**src/rtl/peltier_regulator_pkg.sv**
```systemverilog
// Shared types and constants for the peltier cold-finger regulator.
// Telemetry state is only reachable when PELTIER_REG_TELEMETRY_EN is defined.
package peltier_regulator_pkg;

  typedef enum logic [2:0] {
    S_IDLE      = 3'd0,
    S_START     = 3'd1,
    S_WAIT_BUSY = 3'd2,
    S_WAIT_DATA = 3'd3,
    S_UPDATE    = 3'd4,
    S_TELEM     = 3'd5,
    S_FAULT     = 3'd6
  } state_t;

  localparam int         PERIOD_CYCLES_DEF  = 1000000;
  localparam int         TIMEOUT_CYCLES_DEF = 65535;
  localparam logic [3:0] TELEM_HDR          = 4'hA;

  // One regulation step with a symmetric dead band; 9-bit math keeps the
  // result from wrapping at either end.
  function automatic logic [7:0] step_duty(
    input logic [7:0]         duty,
    input logic signed [10:0] err,
    input int                 hyst,
    input int                 step,
    input logic [7:0]         duty_max
  );
    logic [8:0]         up;
    logic [8:0]         dn;
    logic signed [10:0] band;
    logic [7:0]         result;
    band   = 11'(hyst);
    up     = {1'b0, duty} + 9'(step);
    dn     = {1'b0, duty} - 9'(step);
    result = duty;
    if (err > band)
      result = (up > {1'b0, duty_max}) ? duty_max : up[7:0];
    else if (err < -band)
      result = dn[8] ? 8'h00 : dn[7:0];
    return result;
  endfunction

endpackage

```
**src/rtl/peltier_regulator.sv**
```systemverilog
// Cold-finger temperature loop: periodic MCP3008 conversion, dead-band duty stepping.
// Optional telemetry handshake enabled by defining PELTIER_REG_TELEMETRY_EN.
//
// state     | meaning
// IDLE      | waiting for the period tick
// START     | one-cycle conversion start pulse, arm timeout
// WAIT_BUSY | waiting for the interface to report busy
// WAIT_DATA | waiting for a valid result; accept it when it arrives
// UPDATE    | step duty from the new sample, pulse sample_strb
// TELEM     | hold tx_req until tx_mux accepts
// FAULT     | handshake timed out; duty forced to 0 until enable drops
module peltier_regulator
  import peltier_regulator_pkg::*;
#(
  parameter int         PERIOD_CYCLES  = PERIOD_CYCLES_DEF,
  parameter int         TIMEOUT_CYCLES = TIMEOUT_CYCLES_DEF,
  parameter int         HYST           = 4,
  parameter int         STEP           = 2,
  parameter logic [7:0] DUTY_MAX       = 8'hC0
) (
  input  logic        clk,
  input  logic        rst_n,
  input  logic        enable,
  input  logic [9:0]  setpoint,
  output logic [7:0]  duty,
  output logic        fault,
  output logic [9:0]  last_sample,
  output logic        sample_strb,
  output logic        mcp_sample,
  input  logic        mcp_busy,
  input  logic        mcp_avail,
  input  logic [9:0]  mcp_data,
  output logic        mcp_accept,
  output logic        tx_req,
  output logic [15:0] tx_data,
  input  logic        tx_accept
);

  localparam int PW = (PERIOD_CYCLES > 1) ? $clog2(PERIOD_CYCLES) : 1;
  localparam int TW = $clog2(TIMEOUT_CYCLES + 1);

  state_t             state;
  state_t             state_next;
  logic [PW-1:0]      period_cnt;
  logic [TW-1:0]      tmr;
  logic               tick;
  logic               tmr_zero;
  logic               abort;
  logic [9:0]         sample_q;
  logic signed [10:0] err;

  assign tick     = enable && (period_cnt == PW'(PERIOD_CYCLES - 1));
  assign tmr_zero = (tmr == '0);
  assign err      = 11'({1'b0, sample_q}) - 11'({1'b0, setpoint});

  always_ff @(posedge clk) begin
    if (!rst_n) state <= S_IDLE;
    else        state <= state_next;
  end

  always_comb begin
    state_next = state;
    unique case (state)
      S_IDLE:      if (tick) state_next = S_START;
      S_START:     state_next = S_WAIT_BUSY;
      S_WAIT_BUSY: begin
        if (mcp_busy)      state_next = S_WAIT_DATA;
        else if (tmr_zero) state_next = S_FAULT;
      end
      // A result arriving on the expiry cycle is still taken.
      S_WAIT_DATA: begin
        if (mcp_avail)     state_next = (abort || !enable) ? S_IDLE : S_UPDATE;
        else if (tmr_zero) state_next = S_FAULT;
      end
      S_UPDATE: begin
`ifdef PELTIER_REG_TELEMETRY_EN
        state_next = enable ? S_TELEM : S_IDLE;
`else
        state_next = S_IDLE;
`endif
      end
      S_TELEM:     if (!enable || tx_accept) state_next = S_IDLE;
      S_FAULT:     if (!enable) state_next = S_IDLE;
      default:     state_next = S_IDLE;
    endcase
  end

  always_comb begin
    mcp_sample = (state == S_START);
    mcp_accept = (state == S_WAIT_DATA) && mcp_avail;
    fault      = (state == S_FAULT);
`ifdef PELTIER_REG_TELEMETRY_EN
    tx_req     = (state == S_TELEM);
    tx_data    = {TELEM_HDR, 2'b00, last_sample};
`else
    tx_req     = 1'b0;
    tx_data    = 16'h0000;
`endif
  end

  always_ff @(posedge clk) begin
    if (!rst_n || !enable)                       period_cnt <= '0;
    else if (period_cnt == PW'(PERIOD_CYCLES - 1)) period_cnt <= '0;
    else                                          period_cnt <= period_cnt + 1'b1;
  end

  // Timeout is re-armed for each of the two waits.
  always_ff @(posedge clk) begin
    if (!rst_n)
      tmr <= '0;
    else if (state == S_START || (state == S_WAIT_BUSY && mcp_busy))
      tmr <= TW'(TIMEOUT_CYCLES - 1);
    else if (!tmr_zero && (state == S_WAIT_BUSY || state == S_WAIT_DATA))
      tmr <= tmr - 1'b1;
  end

  always_ff @(posedge clk) begin
    if (!rst_n || state == S_IDLE) abort <= 1'b0;
    else if (!enable)              abort <= 1'b1;
  end

  always_ff @(posedge clk) begin
    if (!rst_n) begin
      duty        <= 8'h00;
      last_sample <= 10'h000;
      sample_strb <= 1'b0;
      sample_q    <= 10'h000;
    end else begin
      sample_strb <= 1'b0;
      if (state == S_WAIT_DATA && mcp_avail) sample_q <= mcp_data;
      if (!enable || state_next == S_FAULT) begin
        duty <= 8'h00;
      end else if (state == S_UPDATE) begin
        duty        <= step_duty(duty, err, HYST, STEP, DUTY_MAX);
        last_sample <= sample_q;
        sample_strb <= 1'b1;
      end
    end
  end

endmodule

```
**config.mk**
```make
export PLATFORM = sky130hd
export DESIGN_NAME = peltier_regulator
export DESIGN_NICKNAME = d
export VERILOG_FILES = /design/src/rtl/peltier_regulator_pkg.sv /design/src/rtl/peltier_regulator.sv
export SDC_FILE = /design/constraint.sdc
export NUM_CORES = 1
export LEC_CHECK = 0
export CAP_MARGIN = 20
export CORE_MARGIN = 4
export CORE_UTILIZATION = 25
export CTS_CLUSTER_DIAMETER = 80
export DETAILED_ROUTE_END_ITERATION = 7
export GPL_ROUTABILITY_DRIVEN = 0
export SETUP_SLACK_MARGIN = 0.4
export SYNTH_ARGS = -nofsm -noshare
export SYNTH_HDL_FRONTEND = slang
export SYNTH_SLANG_ARGS = --single-unit
```
**constraint.sdc**
```tcl
create_clock -name clk -period 5.1 [get_ports clk]
set_input_delay 0.51 -clock clk [delete_from_list [all_inputs] [get_ports clk]]
set_output_delay 0.51 -clock clk [all_outputs]
set_load 0.1 [all_outputs]
```
run_1/floorplan.png
Bar = 50 um. Pins as bars on the die edge.
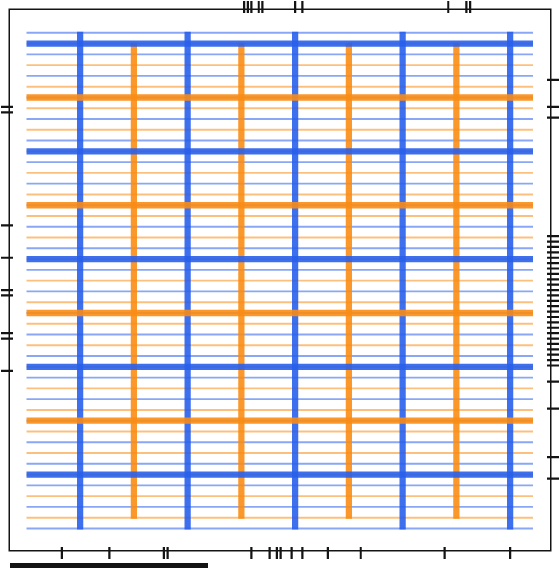
- blue: VSS
- orange: VDD
- met5 straps: 9
- signal pins: 65
- met1 rails: 47
- rows: 46
- met4 straps: 9

run_1/class_map.png
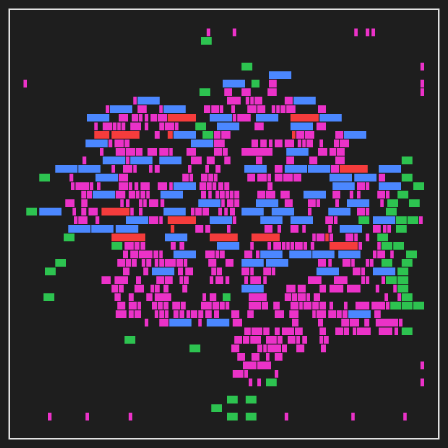
- green: remaining buffers and delay cells (cells 48; share of their area 10%)
- blue: sequential cells (cells 68; share of their area 29%)
- red: clock drivers and dummy loads (cells 15; share of their area 6.0%)
- magenta: remaining logic cells (cells 430; share of their area 55%)

==> out/qor.csv, run 1 <==
metric,value,unit
status,completed,
coreArea,16000,um2
mostFrequentLayoutCells,"68 x dfxtp_1, 64 x nand2_1, 54 x nor2_1",
cellPowerDensity,251.6,nW/um2
rrSetupSlack,1850,ps
cellLeakagePower,1.847,nW
num_rows,46,
gr-total-overflow,0,
vias_per_cell,4.547,
worstMarginPinSlew,1046,ps
grt_usage,10.71,%
synth.area.top_cells,"dfxtp_1 33%, a21boi_0 6.2%, nand2_1 5.8%",
gr-usage-met2,15.93,%
busiest_layer,met2,
final_area,4999,um2
edf_count,0,
final_common_cell,dfxtp_1,
routed_wirelength,9.677,mm
setup_tns,0,ps
power,1.258,mW
synth_area,4116,um2
relSlewSlack,29.64,%
async_flop_share,0,%
warnings,27,
numCtsBuffers,9,
adder_share,4.742,%
path_max_fanout,12,
pwr-share-clk,47.8,%
vias,3533,
cp_cell_sequence,"clkdlybuf4s50_1, nand3_1, nand2b_1, inv_1, clkdlybuf4s50_1",
hold_class,reg2reg,
antenna_left,0,
first_pass_iters,4,
maxPowerGroup,clock,
nets,598,
syn_to_final_growth,21.43,%
comb_cell_power,124,uW
met3_usage,3.812,%
r2r-end,duty[3],
aoi_share,20.36,%
grt.met1_usage,14.59,%
ys_chip_area,4116,um2
whs,460.8,ps
ios,65,
synth_top_area_share,33.07,%
drv_slew,0,
fin_crit_sh,70.87,%
syn_inst,518,
max_freq,276.7,MHz
post_cts_resized,0,
worstPathArrival,3100,ps
highest_layer,met4,
initial_core_util,25.73,%
dieArea,18580,um2
crit_type,in2out,
flop_cell,dfxtp_1,
yosys_warnings,0,
dpl.hpwl,7.092,mm
cts_root_buf,clkbuf_16,
yosys.cell_types.count,61,
h-tree-depth,3,
hold_viol,0,
dpl_cell_area,4713,um2
swShare,24.04,%
rsz0062_at_grt,false,
antenna_found_initial,0,
grt_pass1_vias,3309,
drc,0,
p_sw,302.3,uW
dr.first_iter.drc_count,213,
route.met2.wl,4.104,mm
yosysCellCount,518,
xor_share,7.872,%
crit_path_top_delay_cell,clkdlybuf4s50_1,
postCtsHoldBufs,0,
clockBufferDepth,2,
min_period,3615,ps
cts_tree,done,
avgSynthCellArea,7.947,um2
pg_seq,533,uW
worstSkewPairLatency,330,ps
power_clock,601,uW
synth.area.mux_share,0.7295,%
drv_cap,0,
die_w,136.3,um
worstPathRequired,4590,ps
wl_met3,669,um
holdPathStages,1,
pwr-share-comb,9.8,%
r2r-start,sample_q[0],
run_1/clock_wires.png
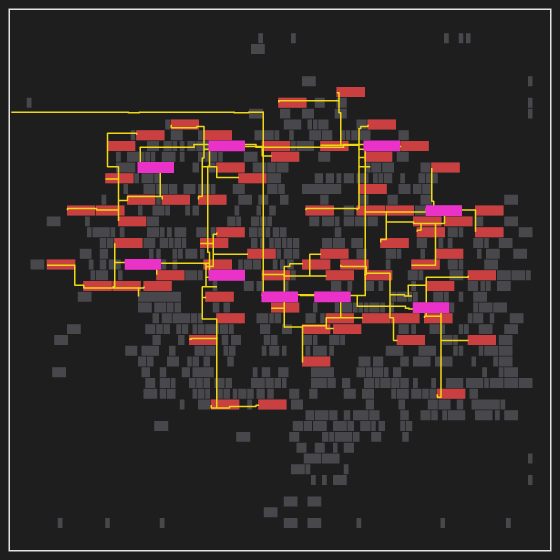
- red: flip-flops (count 68)
- yellow: clock wires (length 955 um)
- magenta: clock-net drivers (count 9)
- routed clock nets: 10

==> run 1: Yosys cell counts, types with 5 or more instances <==
master	n
a21oi_1	18
a21boi_0	34
nand2_1	64
nor4_1	6
a211oi_1	5
o211ai_1	8
nand3_1	17
o21ai_0	14
xnor2_1	20
buf_4	19
clkbuf_1	16
and3_1	7
nor3_1	15
dfxtp_1	68
ha_1	14
nand2b_1	9
nor2_1	54
xor2_1	17
inv_1	29
o21ai_1	5
==> run 1: registers in the layout, indices dropped and copies added (netlist names) <==
name	cells
period_cnt	20
tmr	16
abort	1
duty	7
last_sample	10
sample_strb	1
state	3
sample_q	10
==> run 1: how the worst max path moves through the flow <==
| stage | slack [ps] | cells past startpoint | start | endpoint |
|---|---|---|---|---|
| after floorplan | 1980 | 12 | setpoint[0] | duty[3] |
| after global routing | 1330 | 12 | setpoint[0] | duty[3] |
| after global placement | 1320 | 12 | setpoint[0] | duty[3] |
| after detailed placement | 1250 | 12 | setpoint[0] | duty[3] |
| after CTS | 1480 | 5 | mcp_avail | mcp_accept |
| final | 1490 | 5 | mcp_avail | mcp_accept |
==> run 1: metrics by stage <==
stage	utilization [%]	std cells	setup WS [ps]
after global placement	29.46	762	1323
after detailed placement	29.46	762	1252
final	31.24	777	1485
after global routing	31.24	777	1328
after CTS	31.24	777	1476
after floorplan	-	535	1976
==> run 1: area by class of cell <==
type                       count  area [um2]  area share (%)
multi-input combinational    401        2497           49.96
sequential                    68        1361           27.23
timing repair buffer          48       475.5           9.512
tap                          216       270.3           5.407
clock buffer                  13       250.2           5.006
inverter                      29       108.9           2.178
clock inverter                 2       35.03          0.7009
run_1/layers.png
Bar = 50 um.
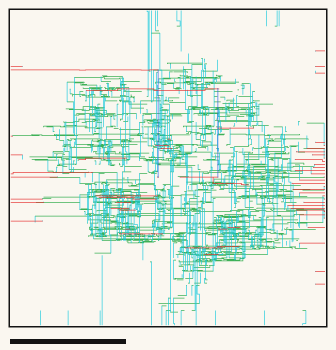

==> run 2: changes to the inputs <==
==> constraint.sdc (replaced) <==
create_clock -name clk -period 3 [get_ports clk]
set_input_delay 0.3 -clock clk [delete_from_list [all_inputs] [get_ports clk]]
set_output_delay 0.3 -clock clk [all_outputs]
set_load 0.1 [all_outputs]
run_2/layers.png
Bar = 50 um.
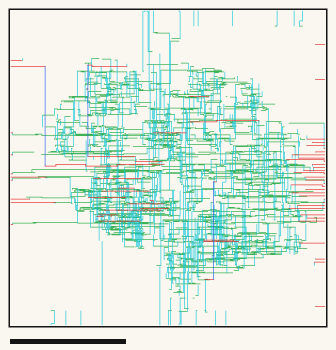
- red: M3 (wire length 655 um)
- blue: M4 (wire length 124 um)
- green: M1 (wire length 5170 um)
- cyan: M2 (wire length 4570 um)

==> run 2 against run 1 <==
  * The run now ends with setup timing left
  * Via count increased by 5.5%
  * Critical path depth is 7 higher
  * Combinational power increased by 94%
  * First-iteration DRC count is 26% higher
  * Register-to-register slack worse by 1900 ps
  * Power rose by 81%
  * Count of clock-buffer cells in the layout down 1
  * Worst hold slack better by 2.8 ps
  * Clock skew down 0.94 ps
  * Critical endpoint is now duty[5]
  * Largest cell class unchanged
  * Highest routed layer unchanged
==> out/qor.csv, run 2 <==
metric,value,unit
syn_inst,518,
setup_viol,5,
busiest_layer,met2,
largest_reg_flops,20,
top_cells_by_count,"68 x dfxtp_1, 64 x nand2_1, 54 x nor2_1, 34 x a21boi_0, 29 x inv_1",
cts_root_buf,clkbuf_16,
setup_tns,-152.9,ps
syn_to_final_growth,34.19,%
synth.area.top_cells,"dfxtp_1 33%, a21boi_0 6.2%, nand2_1 5.8%",
grt.met1_usage,15.72,%
rrSetupSlack,-70,ps
grt_pass1_vias,3537,
h-tree-depth,3,
vias,3727,
nMultiInputCombCells,401,
violations,setup timing,
gr-total-overflow,0,
drv_cap,0,
yosysCellCount,518,
relSlewSlack,33.96,%
crit_type,reg2reg,
worstPathArrival,3310,ps
buffer_area_share,14.77,%
yosys_warnings,0,
inverters_excl_clock,29,
clk_share,5.776,%
ios,65,
rsz0062_at_grt,true,
comb_area,2641,um2
clkbuf_count,12,
routed_wirelength,10.51,mm
final_common_cell,nand2_1,
num_rows,46,
highest_layer,met4,
cts_tree,done,
dr.first_iter.drc_count,269,
buffers,94,
min_period,3072,ps
status,finished with violations,
nets,644,
synth_top_area_share,33.07,%
route.met2.wl,4.568,mm
async_flop_share,0,%
grt_usage,11.30,%
setup_ws,-72.08,ps
worstPathRequired,3240,ps
vias_per_cell,4.523,
coreArea,16000,um2
drv_slew,0,
met3_usage,3.331,%
first_pass_iters,4,
initial_core_util,25.73,%
flop_cell,dfxtp_1,
tap-cell-count,216,
top_area_cell_class,multi-input combinational cells,
warnings,30,
ys_chip_area,4116,um2
edf_count,0,
run_2/class_map.png
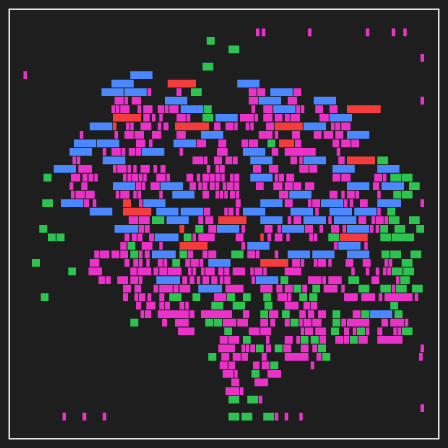
- magenta: remaining logic cells (cells 430; share of their area 52%)
- blue: sequential cells (cells 68; share of their area 26%)
- red: clock drivers and dummy loads (cells 16; share of their area 6.1%)
- green: remaining buffers and delay cells (cells 94; share of their area 16%)

==> run 2: cell counts after synthesis <==
No cell type changed its count.
==> run 2: how the worst max path moves through the flow <==
stage	from	end	slack, ps	depth (start not counted)
final	sample_q[0]	duty[5]	-70	12
after global placement	setpoint[0]	duty[3]	-460	11
after CTS	sample_q[0]	duty[5]	10	11
after floorplan	sample_q[0]	duty[3]	180	13
after detailed placement	setpoint[0]	duty[5]	-520	12
after global routing	sample_q[0]	duty[5]	-200	14
==> run 2: what timing repair did <==
action,in CTS,in global routing
gates cloned,1,0
pin swaps,15,14
resized,12,15
endpoints found under the setup margin,7,7
buffers inserted,6,2
==> run 2: worst min-delay path: stages, from the launching register on <==
cell      delay, ps
dfxtp_1         300
nand2_1          40
a21boi_0         70
==> run 2: cells by family (layout without fill, tap and decap cells) <==
group	Yosys count	in the layout	synth area share [%]
AND-OR/OR-AND	116	116	20.37
XOR/XNOR	37	37	7.872
adder cells (fa/ha/maj)	15	15	4.742
buffers and inverters	66	139	7.812
flip-flops	68	68	33.07
multiplexers	3	3	0.7295
other	1	18	0.09110
AND/OR/NAND/NOR	212	212	25.32
==> run 2: through the flow <==
| stage | util [%] | instances | power (mW) | instance area, um2 |
|---|---|---|---|---|
| floorplan | - | 535 | 1.104 | 4218 |
| global placement | 31.26 | 799 | 1.152 | 5002 |
| detailed placement | 31.26 | 799 | 1.152 | 5002 |
| CTS | 34.01 | 822 | 2.302 | 5441 |
| global route | 34.52 | 824 | 2.358 | 5524 |
| finish | 34.52 | 824 | 2.279 | 5524 |
==> run 2: power breakdown <==
part           internal (mW)  switching, mW
Sequential             0.905        0.00126
Clock                  0.749          0.384
Combinational         0.0769          0.163
Total                   1.73          0.548
Power and IR drop assume default switching activity.
